## src/rtl/mem_port_arbiter.sv

```systemverilog
// Two-port memory arbiter. The read path and the write path are arbitrated
// independently. Each path has a round-robin grant FSM and a tag FIFO that
// records which port owns every outstanding transaction. The FIFO steers the
// in-order memory responses back to the right requester.

module mem_port_arbiter_path #(
    parameter int DEPTH = 8
) (
    input  logic clk,
    input  logic rst,
    input  logic req0,
    input  logic req1,
    input  logic m_addr_ack,
    input  logic m_ack,
    output logic m_req,
    output logic sel,
    output logic addr_ack0,
    output logic addr_ack1,
    output logic ack0,
    output logic ack1
);
    localparam int PTR_W = (DEPTH > 1) ? $clog2(DEPTH) : 1;

    typedef logic [PTR_W-1:0] ptr_t;
    typedef logic [PTR_W:0]   cnt_t;
    typedef enum logic [1:0] {IDLE, GNT0, GNT1} state_t;

    state_t           state;
    logic             rr_favor1;
    logic [DEPTH-1:0] tag_mem;
    ptr_t             wr_ptr;
    ptr_t             rd_ptr;
    cnt_t             count;
    logic             push;
    logic             pop;
    logic             head_tag;
    logic             can_grant;
    logic             pick1;

    // An address ack only counts while a grant is active. A data ack only
    // counts while the FIFO holds a tag.
    assign push     = (state != IDLE) && m_addr_ack;
    assign pop      = m_ack && (count != '0);
    assign head_tag = tag_mem[rd_ptr];

    // The full check uses the registered count. A pop in the same cycle
    // therefore frees its slot for the next cycle's decision, not this one.
    assign can_grant = (count < cnt_t'(DEPTH)) && (req0 || req1);
    assign pick1     = req1 && (!req0 || rr_favor1);

    assign m_req     = (state != IDLE);
    assign sel       = (state == GNT1);
    assign addr_ack0 = (state == GNT0) && m_addr_ack;
    assign addr_ack1 = (state == GNT1) && m_addr_ack;
    assign ack0      = pop && !head_tag;
    assign ack1      = pop && head_tag;

    // Tag storage: one bit per outstanding transaction, set for port 1.
    // NOTE: storage is not reset; count and pointers alone define which entries are valid.
    always_ff @(posedge clk) begin
        if (push) begin
            tag_mem[wr_ptr] <= (state == GNT1);
        end
    end

    // Grant FSM, round-robin pointer, and FIFO pointers/count.
    // NOTE: non-blocking assignments so every register updates from pre-edge values.
    always_ff @(posedge clk) begin
        if (rst) begin
            state     <= IDLE;
            rr_favor1 <= 1'b0;
            wr_ptr    <= '0;
            rd_ptr    <= '0;
            count     <= '0;
        end else begin
            case (state)
                IDLE: begin
                    if (can_grant) begin
                        state <= pick1 ? GNT1 : GNT0;
                    end
                end
                GNT0, GNT1: begin
                    // The grant stays locked until the memory takes the address.
                    if (m_addr_ack) begin
                        state     <= IDLE;
                        rr_favor1 <= (state == GNT0);
                    end
                end
                default: state <= IDLE;
            endcase

            if (push) begin
                wr_ptr <= wr_ptr + ptr_t'(1);
            end
            if (pop) begin
                rd_ptr <= rd_ptr + ptr_t'(1);
            end

            case ({push, pop})
                2'b10:   count <= count + cnt_t'(1);
                2'b01:   count <= count - cnt_t'(1);
                default: count <= count;
            endcase
        end
    end
endmodule

module mem_port_arbiter #(
    parameter int ADDR_W = 22,
    parameter int DATA_W = 64,
    parameter int DEPTH  = 8
) (
    input  logic              clk,
    input  logic              rst,
    input  logic              p0_rd_req,
    input  logic [ADDR_W-1:0] p0_rd_addr,
    output logic              p0_rd_addr_ack,
    output logic [DATA_W-1:0] p0_rd_data,
    output logic              p0_rd_ack,
    input  logic              p0_wr_req,
    input  logic [ADDR_W-1:0] p0_wr_addr,
    input  logic [DATA_W-1:0] p0_wr_data,
    output logic              p0_wr_addr_ack,
    output logic              p0_wr_ack,
    input  logic              p1_rd_req,
    input  logic [ADDR_W-1:0] p1_rd_addr,
    output logic              p1_rd_addr_ack,
    output logic [DATA_W-1:0] p1_rd_data,
    output logic              p1_rd_ack,
    input  logic              p1_wr_req,
    input  logic [ADDR_W-1:0] p1_wr_addr,
    input  logic [DATA_W-1:0] p1_wr_data,
    output logic              p1_wr_addr_ack,
    output logic              p1_wr_ack,
    output logic              m_rd_req,
    output logic [ADDR_W-1:0] m_rd_addr,
    input  logic              m_rd_addr_ack,
    input  logic [DATA_W-1:0] m_rd_data,
    input  logic              m_rd_ack,
    output logic              m_wr_req,
    output logic [ADDR_W-1:0] m_wr_addr,
    output logic [DATA_W-1:0] m_wr_data,
    input  logic              m_wr_addr_ack,
    input  logic              m_wr_ack
);
    logic rd_sel;
    logic wr_sel;

    mem_port_arbiter_path #(.DEPTH(DEPTH)) u_rd_path (
        .clk        (clk),
        .rst        (rst),
        .req0       (p0_rd_req),
        .req1       (p1_rd_req),
        .m_addr_ack (m_rd_addr_ack),
        .m_ack      (m_rd_ack),
        .m_req      (m_rd_req),
        .sel        (rd_sel),
        .addr_ack0  (p0_rd_addr_ack),
        .addr_ack1  (p1_rd_addr_ack),
        .ack0       (p0_rd_ack),
        .ack1       (p1_rd_ack)
    );

    mem_port_arbiter_path #(.DEPTH(DEPTH)) u_wr_path (
        .clk        (clk),
        .rst        (rst),
        .req0       (p0_wr_req),
        .req1       (p1_wr_req),
        .m_addr_ack (m_wr_addr_ack),
        .m_ack      (m_wr_ack),
        .m_req      (m_wr_req),
        .sel        (wr_sel),
        .addr_ack0  (p0_wr_addr_ack),
        .addr_ack1  (p1_wr_addr_ack),
        .ack0       (p0_wr_ack),
        .ack1       (p1_wr_ack)
    );

    // The granted port's request is muxed onto the memory side.
    assign m_rd_addr = rd_sel ? p1_rd_addr : p0_rd_addr;
    assign m_wr_addr = wr_sel ? p1_wr_addr : p0_wr_addr;
    assign m_wr_data = wr_sel ? p1_wr_data : p0_wr_data;

    // Read data is qualified by the per-port ack, so both ports can see the bus.
    assign p0_rd_data = m_rd_data;
    assign p1_rd_data = m_rd_data;
endmodule

```

## config.mk

```make
export PLATFORM = sky130hd
export DESIGN_NAME = mem_port_arbiter
export DESIGN_NICKNAME = d
export VERILOG_FILES = /design/src/rtl/mem_port_arbiter.sv
export SDC_FILE = /design/constraint.sdc
export NUM_CORES = 1
export LEC_CHECK = 0
export ABC_AREA = 0
export CAP_MARGIN = 20
export CORE_AREA = 8 8 205 207
export CTS_CLUSTER_DIAMETER = 80
export CTS_CLUSTER_SIZE = 14
export DETAILED_ROUTE_END_ITERATION = 8
export DIE_AREA = 0 0 213 215
export GPL_TIMING_DRIVEN = 0
export SLEW_MARGIN = 20
export SYNTH_ARGS = -nofsm -noshare
export SYNTH_HDL_FRONTEND = slang
export SYNTH_HIERARCHICAL = 1
export SYNTH_SLANG_ARGS = --single-unit
```

## constraint.sdc

```tcl
create_clock -name clk -period 3.5 [get_ports clk]
set_clock_uncertainty 0.2 [all_clocks]
set_input_delay 0.7 -clock clk [delete_from_list [all_inputs] [get_ports clk]]
set_output_delay 0.7 -clock clk [all_outputs]
set_load 0.02 [all_outputs]
```

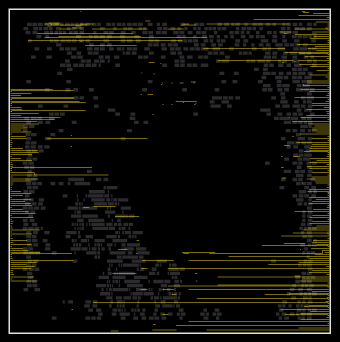
**Above:** run 1 (met3 routing).
Drawn at 1.5 px/um. Cells faint in the background.
- share of all routed wire: 15%
- nets with wire on the layer: 277
- wire length on this layer: 4990 um
detailed-route via count: 5178
Post-Route WL: 34.1 mm
met3 usage: 8.02%

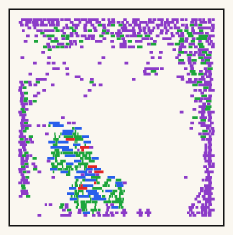
**Above:** run 1 (placed cells, one color a class).
Drawn at 1 px/um.
- sequential cells: blue (cells 42)
- clock drivers and dummy loads: red (cells 8)
- combinational and other logic: green (cells 278)
- remaining buffers and delay cells: purple (cells 615)
fin util: 26.1%
core area: 39000 um^2
Final Cell Area: 10200 um^2
Seq/total area: 9.82%
row count: 73

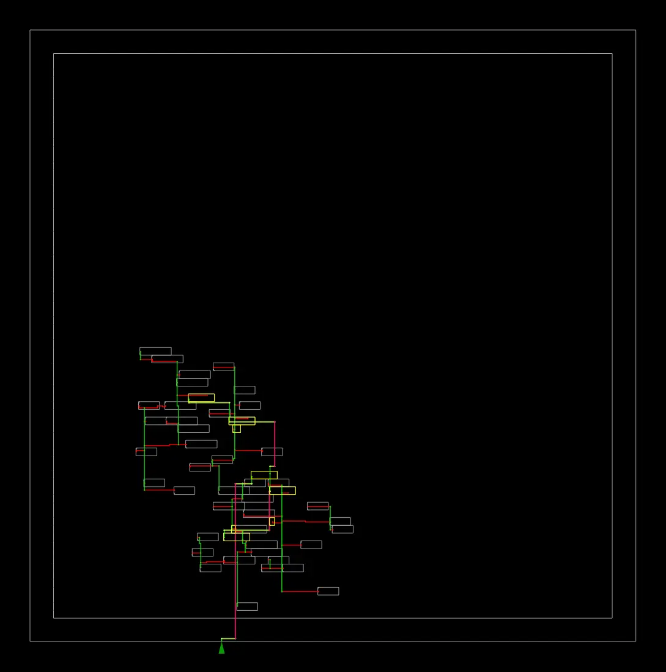
**Above:** run 1 (clock routing).
CLK BUF: 5
Clk Latency, worst-skew pair: 0.28 ns
CTS sink count: 42

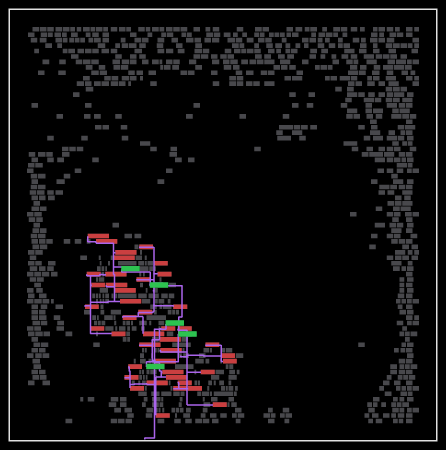
**Above:** run 1 (clock wires, drivers and flops).
Drawn at 2 px/um.
- flip-flops: red (count 42)
- clock drivers: green (count 5)
- clock wires: purple (length 613 um)
- routed clock nets: 6

==> run_results.csv, run 1 <==
group,metric,value,unit
worst_setup_path,worstReg2RegStart,"u_rd_path/state[0]",
worst_setup_path,reg2reg_depth,11,
power_and_ir_drop,p_sw,1140,uW
place,portBuffers,471,
sta,fin_crit,3.32,ns
sta,final.setup.tns,0,ns
logic_synthesis,ys_sh_simple,9.18,%
cells_and_area,mostFrequentLayoutCells,"clkdlybuf4s50_1, buf_4, mux2_2, mux2_4, nor2_1",
worst_setup_path,crit_buf_inv,4,
place,dp_hpwl,31.3,mm
worst_setup_path,endpoint,"m_wr_data[19]",
min_path,min_path_type,"flip-flop to flip-flop",
logic_synthesis,yosysCellCount,464,
routing,top_layer,"met5",
power_and_ir_drop,seqPwrFrac,21.0,%
sta,setup_viol,0,
sta,relSlewSlack,66.5,%
logic_synthesis,synth-xor-area-share,2.26,%
logic_synthesis,synth_top_flop_cell,"dfxtp_1",
worst_setup_path,crit_family,"buffers and inverters",
worst_setup_path,crit_path_end_kind,"output pin",
power_and_ir_drop,top_power_group,"combinational logic",
cells_and_area,num_antenna_cells,5,
flow_run,warnings,32,
global_routing,gr-total-overflow,0,
clock_tree,cts_tree,"built",
clock_tree,cts_resized,0,
flow_run,drv_cap,0,
place,gp_congestion,0.920,
die,ioPinCount,536,
logic_synthesis,syn-num-nets,770,
sta,period_used_share,95.0,%
status,status,"complete, no violations",
sta,hold_ws,0.261,ns
global_routing,grt_pass1_wl,44.3,mm
logic_synthesis,ys_ff,42,
global_routing,grt_start_max_net_pins,14,
worst_setup_path,r2r_end,"u_rd_path/count[2]",
clock_tree,root_buffer,"clkbuf_16",
global_routing,grtUsageMet2,24.7,%
routing,first_pass_iters,4,
cells_and_area,flops,42,
sta,fmax,301,MHz
cells_and_area,clock_area_share,1.39,%
power_and_ir_drop,leakagePower,0.00397,uW
logic_synthesis,compound_area_share,4.46,%
cells_and_area,syn_to_final_growth,119,%
cells_and_area,final_nets,1248,
logic_synthesis,avgSynthCellArea,10.0,um^2
worst_setup_path,critPathArrivalTime,2.42,ns
die,die_w,213,um
cells_and_area,inverters,10,
logic_synthesis,synth.comb.largest_family,"multiplexers",
cells_and_area,nonClkBufAreaFrac,57.3,%
global_routing,grtUsageMet1,13.2,%
cells_and_area,num-multi-input-gates,268,
sta,hold_violations,0,
clock_tree,clockBufferDepth,2,
clock_tree,ctsHoldBuffers,0,
worst_setup_path,path_max_fanout,10,
worst_setup_path,cp.required,2.60,ns
logic_synthesis,async_flop_share,0,%
cells_and_area,layout_top_cell,"clkdlybuf4s50_1",
power_and_ir_drop,power.density,301,nW/um^2
cells_and_area,comb_share,24.5,%
die,fp_util,12.0,%
routing,wl_met3,4.99,mm
**Run 1: nets reached from selected ports**

Drawn at 2 px/um.
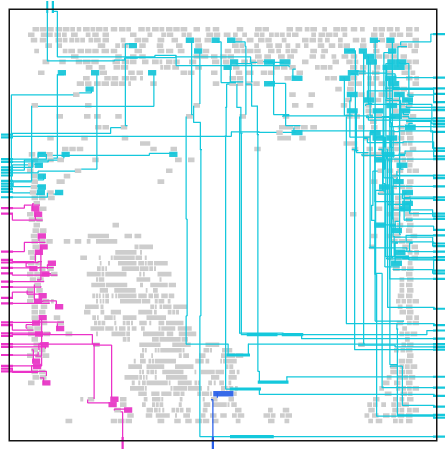

==> inputs of run 2 (changes only) <==
--- a/constraint.sdc
+++ b/constraint.sdc
@@ -4,2 +4,2 @@
 set_output_delay 0.7 -clock clk [all_outputs]
-set_load 0.02 [all_outputs]
+set_load 0.01 [all_outputs]
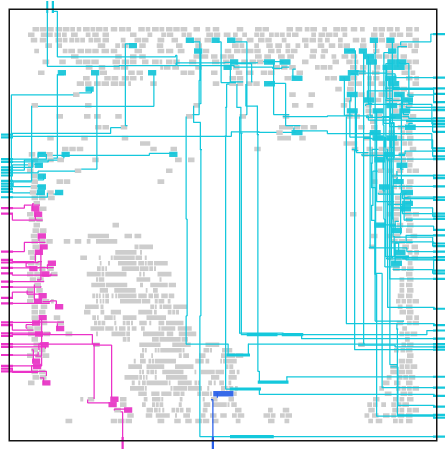
**Above:** run 2 (nets reached from selected ports).
Drawn at 2 px/um.
- `p1_wr_data`: cyan (direction input; end cells 64; wire 6270 um)
- `m_rd_addr`: magenta (direction output; end cells 22; wire 662 um)
- `m_rd_ack`: blue (direction input; end cells 1; wire 23.3 um)
input/output buffers: 471
IO Pins: 536

==> run 2 against run 1 <==
Sequential cell count unchanged. Combinational power decreased by 9%. Clock-buffer cell count unchanged. Routed wire length decreased by 0.11%. Via count decreased by 0.15%. Area after synthesis unchanged. Critical endpoint unchanged. Largest cell class unchanged. Largest power group unchanged.
==> run_results.csv, run 2 <==
group,metric,value,unit
global_routing,grtUsageMet2,24.7,%
cells_and_area,clock_area_share,1.39,%
flow_run,warnings,32,
worst_setup_path,crit_buf_inv,4,
status,status,"complete, no violations",
sta,setup_viol,0,
min_path,min_path_type,"flip-flop to flip-flop",
routing,drt_wl_total,34.0,mm
sta,hold_ws,0.259,ns
cells_and_area,sh_seq_area,9.82,%
cells_and_area,syn_to_final_growth,119,%
worst_setup_path,worstReg2RegStart,"u_rd_path/state[0]",
global_routing,grt_pass1_wl,44.3,mm
global_routing,grtUsageMet1,13.2,%
logic_synthesis,synth_cells,464,
cells_and_area,ff_latch_area,1000,um^2
place,dp_hpwl,31.3,mm
power_and_ir_drop,seqPwrFrac,22.3,%
clock_tree,clockBufferDepth,2,
global_routing,grt_start_max_net_pins,14,
clock_tree,clk-insertion-delay-late,0.28,ns
clock_tree,cts_resized,0,
flow_run,drv_cap,0,
worst_setup_path,cp.required,2.60,ns
die,rows,73,
cells_and_area,fill_cells,4146,
logic_synthesis,synth_top_flop_cell,"dfxtp_1",
sta,fmax,306,MHz
logic_synthesis,ys_ff,42,
die,die_w,213,um
cells_and_area,final_area,10200,um^2
routing,top_layer,"met5",
cells_and_area,inverters,10,
clock_tree,cts_sinks,42,
cells_and_area,comb_share,24.5,%
sta,period_used_share,93.3,%
sta,hold_violations,0,
power_and_ir_drop,leakagePower,0.00397,uW
logic_synthesis,compound_area_share,4.46,%
worst_setup_path,endpoint,"m_wr_data[19]",
cells_and_area,mostFrequentLayoutCells,"clkdlybuf4s50_1, buf_4, mux2_2, mux2_4, nor2_1",
logic_synthesis,avgSynthCellArea,10.0,um^2
worst_setup_path,crit_family,"buffers and inverters",
worst_setup_path,crit_path_end_kind,"output pin",
logic_synthesis,synth.comb.largest_family,"multiplexers",
clock_tree,root_buffer,"clkbuf_16",
sta,relSlewSlack,65.9,%
place,gp_congestion,0.920,
die,fp_util,12.0,%
worst_setup_path,critPathArrivalTime,2.37,ns
worst_setup_path,path_max_fanout,10,
die,core_area,39000,um^2
cells_and_area,num-multi-input-gates,268,
logic_synthesis,yosysCellCount,464,
logic_synthesis,synth-xor-area-share,2.26,%
sta,final.setup.tns,0,ns
cells_and_area,nClkBuffers,5,
routing,first_pass_iters,4,
logic_synthesis,ys_sh_simple,9.18,%
cells_and_area,num_antenna_cells,5,
clock_tree,cts_tree,"built",
logic_synthesis,async_flop_share,0,%
power_and_ir_drop,top_power_group,"combinational logic",
clock_tree,ctsHoldBuffers,0,
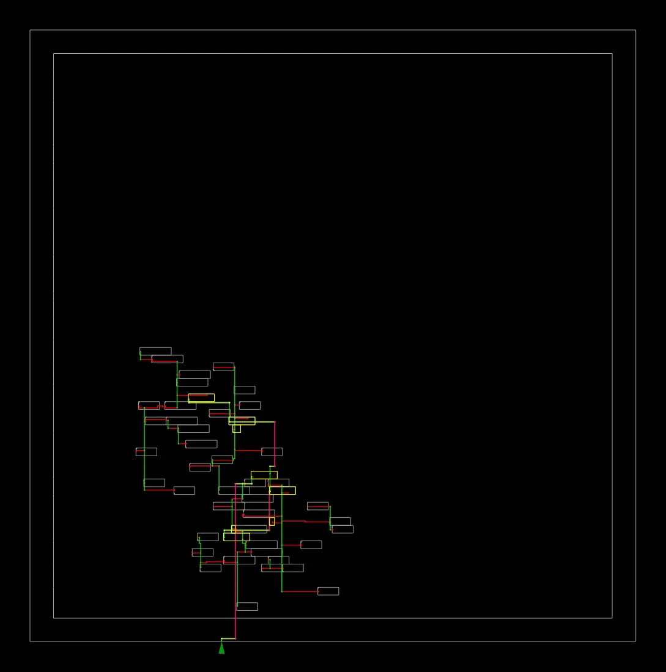
**Above:** run 2 (clock routing).
TritonCTS Buffers: 5
clk pwr: 448 uW
flip-flops: 42

Power and IR drop assume default switching activity.
